[config.mk]
export PLATFORM = sky130hd
export DESIGN_NAME = br_param
export DESIGN_NICKNAME = d
export VERILOG_FILES = /design/src/rtl/br_param.sv
export SDC_FILE = /design/constraint.sdc
export NUM_CORES = 2
export LEC_CHECK = 0
export CORE_MARGIN = 2
export CORE_UTILIZATION = 23
export CTS_BUF_LIST = sky130_fd_sc_hd__clkbuf_16
export DETAILED_ROUTE_END_ITERATION = 10
export HOLD_SLACK_MARGIN = 0.03
export PLACE_DENSITY_LB_ADDON = 0.12
export SLEW_MARGIN = 30
export SYNTH_ARGS = -nofsm -noshare
export SYNTH_HDL_FRONTEND = slang
export SYNTH_SLANG_ARGS = --single-unit
[constraint.sdc]
create_clock -name clk -period 3.8 [get_ports clk]
set_input_delay 1.14 -clock clk [delete_from_list [all_inputs] [get_ports clk]]
set_output_delay 1.14 -clock clk [all_outputs]
set_load 0.005 [all_outputs]
[src/rtl/br_param.sv]
// Parameterised 2-read/1-write register file with optional hardwired-zero r0,
// optional write-to-read forwarding and a one-register-per-cycle clear sweep.
module br_param #(
   parameter int WIDTH   = 32,
   parameter int AW      = 5,
   parameter int ZERO_R0 = 1,
   parameter int BYPASS  = 1
) (
   input  logic             clk,
   input  logic             rst_n,
   input  logic [AW-1:0]    a1,
   input  logic [AW-1:0]    a2,
   input  logic [AW-1:0]    a3,
   input  logic [WIDTH-1:0] wd3,
   input  logic             we3,
   input  logic             clr_req,
   output logic [WIDTH-1:0] rd1,
   output logic [WIDTH-1:0] rd2,
   output logic             busy,
   output logic             state_dbg,
   output logic [AW-1:0]    cnt_dbg
);

   localparam int DEPTH = 2 ** AW;

   typedef enum logic {
      IDLE  = 1'b0,
      CLEAR = 1'b1
   } state_t;

   state_t           state;
   logic [AW-1:0]    cnt;
   logic [WIDTH-1:0] regs [DEPTH];
   logic             a3_zero;
   logic             wr_ok;

   // A write is accepted only outside a sweep and never to a hardwired-zero r0.
   assign a3_zero = (ZERO_R0 != 0) && (a3 == '0);
   assign wr_ok   = we3 && !busy && !a3_zero;

   always_ff @(posedge clk or negedge rst_n) begin
      if (!rst_n) begin
         state <= IDLE;
         cnt   <= '0;
         busy  <= 1'b0;
         for (int i = 0; i < DEPTH; i++) begin
            regs[i] <= '0;
         end
      end else begin
         case (state)
            IDLE: begin
               // A write on the clr_req edge still lands; the sweep zeroes it later.
               if (wr_ok) begin
                  regs[a3] <= wd3;
               end
               if (clr_req) begin
                  state <= CLEAR;
                  cnt   <= '0;
                  busy  <= 1'b1;
               end
            end
            CLEAR: begin
               regs[cnt] <= '0;
               if (cnt == '1) begin
                  state <= IDLE;
                  cnt   <= '0;
                  busy  <= 1'b0;
               end else begin
                  cnt <= cnt + 1'b1;
               end
            end
            default: begin
               state <= IDLE;
            end
         endcase
      end
   end

   // Forwarding uses wr_ok, so it is suppressed during a sweep and for r0.
   always_comb begin
      rd1 = regs[a1];
      if ((ZERO_R0 != 0) && (a1 == '0)) begin
         rd1 = '0;
      end else if ((BYPASS != 0) && wr_ok && (a3 == a1)) begin
         rd1 = wd3;
      end
   end

   always_comb begin
      rd2 = regs[a2];
      if ((ZERO_R0 != 0) && (a2 == '0)) begin
         rd2 = '0;
      end else if ((BYPASS != 0) && wr_ok && (a3 == a2)) begin
         rd2 = wd3;
      end
   end

   assign state_dbg = (state == CLEAR);
   assign cnt_dbg   = cnt;

endmodule

Figure 1. Metal 1.
(1 px per um) Supply wires on this layer in gray. Cells faint in the background.
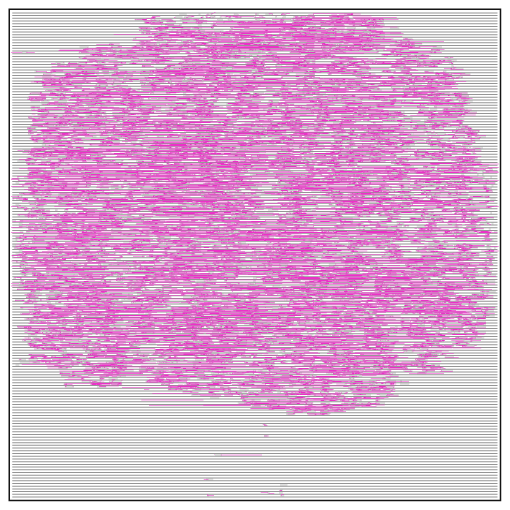
wire length on this layer: 133 mm
nets with wire on the layer: 4534
routed wire length: 300000 um
via count: 45500

Figure 2. Routing congestion.
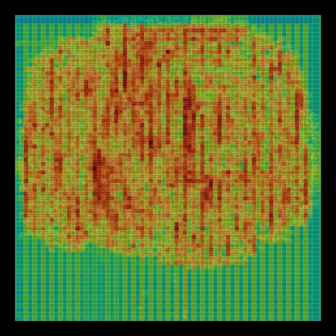
GR Layer Usage met3: 5.15%
GRT Resource Usage Total: 24.8%
met2 Use GR: 38.9%
met1 GRT Util: 34.6%

==> metrics.cfg <==
[finish]
design_area_um2=73700
n_antenna_cell=3
buffer_area_share_pct=15.6
comb_area_share_pct=38.7
final_cells=7980
clk_share_pct=5.36
final_util_pct=31.4
lay_top_count=dfrtp_1
layout_top_cells=dfrtp_1 (1031), a22o_1 (1010), buf_4 (532), mux4_2 (349), mux2i_1 (304)
inverters=7
synthToLayoutAreaGrowth_pct=35.8
nClkBuffers=134

[yosys]
synthTopLogicFamily=AND-OR/OR-AND gates
synth_top_cell_by_count=dfrtp_1
yosys-stat-area_um2=54300
adder_share_pct=0.115
synth_top_area_share_pct=47.5
edf_count=0
synthArstFlopShare_pct=100
ff_type=dfrtp_1
yosysCellCount=4118
ys_top_cells_by_area=dfrtp_1 (48%), a22o_1 (16%), mux4_2 (14%)
netlist_area_um2=54300
ys.flops=1031
yosys.cell_types.count=68
yosys_warnings=0
top_area_cell=dfrtp_1
avgSynthCellArea_um2=13.2

[grt]
antenna_found_initial=15
grt_pass1_wl_um=413000
grt-ovfl-total=0
grt_pass1_vias=46500
grt_busiest_layer=met2
grt_max_degree=106

[critical_path]
crit_slowest_cell=nor4_4
critPathRequiredTime_ns=2.66
crit_cells=15
crit_type=in -> out
cp_common_cell=buf_12
worst_path_dominant_cell_family=buffers and inverters
worstPathCellList=buf_16, buf_16, buf_12, buf_12, buf_12, buf_8, buf_6, buf_6, mux2i_1, a22o_1, nor4_4, buf_4, nor3_4, a21oi_1, buf_2
worst-r2r-setup-slack_ns=0.99

[timing]
post-route-period-util_pct=124
setup-tns-final_ns=-43.95
min_period_ns=4.71
fin_skew_ns=0.0305
slew_headroom_pct=29.0
setup_violations=64
slew_violations=0
finalWorstSetupSlack_ns=-0.913
worstMarginPinSlew_ns=1.07
report.final.hold_viol_count=0
rsz0062_at_grt=yes
hold_ws_ns=0.253

[clock_network]
htreeDepth=4
root_buffer=clkbuf_16
clk_pin_slew_ns=0.06
numClockSinks=1031
post_cts_buffers=152
postCtsHoldBufs=0
cts_buffer_depth=3

[route]
remaining_drc_errors=0
dr.pass1.iters=5
drt-initial-drc-count=4498
vias_per_cell=5.70

[power]
p_leak_uw=0.0324
p_comb_share_pct=22.1
max-vdd-ir-drop_mv=0.429
pwr-share-clk_pct=39.0
swShare_pct=32.5
intPower_uw=20800
power.density_nw_per_um2=419

[status]
failed_checks=negative setup slack
status=finished, violations left

[placed_design]
io_buffers=121
gp_congestion=0.850
pre_cts_slack_ns=-1.86
placed_area_um2=64800

[die]
ios=122
die_x_um=490
die_h_um=490
fp_util_pct=23.1
dieArea_um2=240000

Figure 3. Register map, names as in the netlist.
(1 px per um)
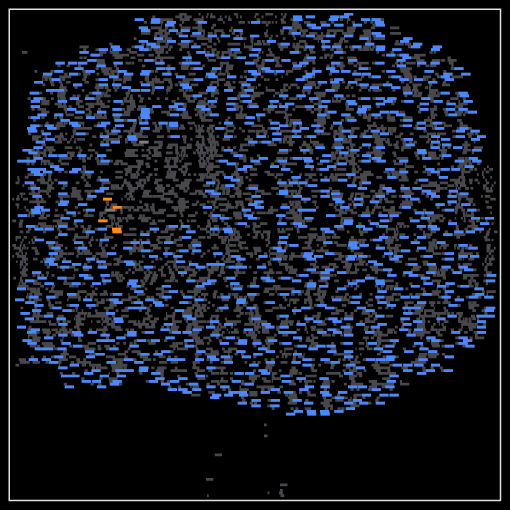
[regs] blue | placed flops: 1024 | where: spread over the die
[cnt_dbg] orange | placed flops: 5 | where: west
not colored: 2
Reg area: 25800 um2
sequential share of cell area: 35.0%
sequential power: 12000 uW

Figure 4. Wiring by layer.
(1 px per um) Two of the layers only.
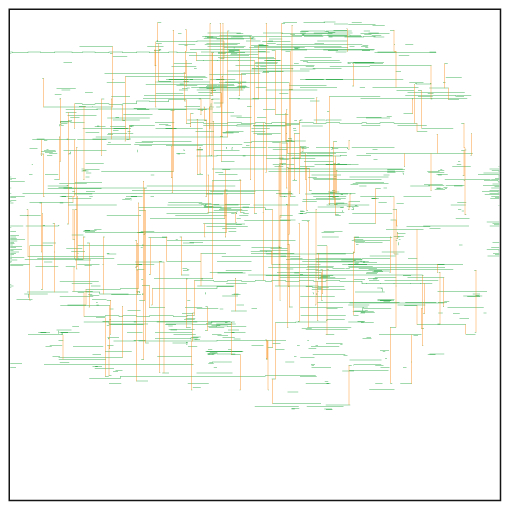
[metal 3] green | wire length: 21.5 mm
[metal 4] orange | wire length: 9630 um
WL/cell: 37.6 um

Power figures rest on the tool's default switching activity, not on a simulated workload.
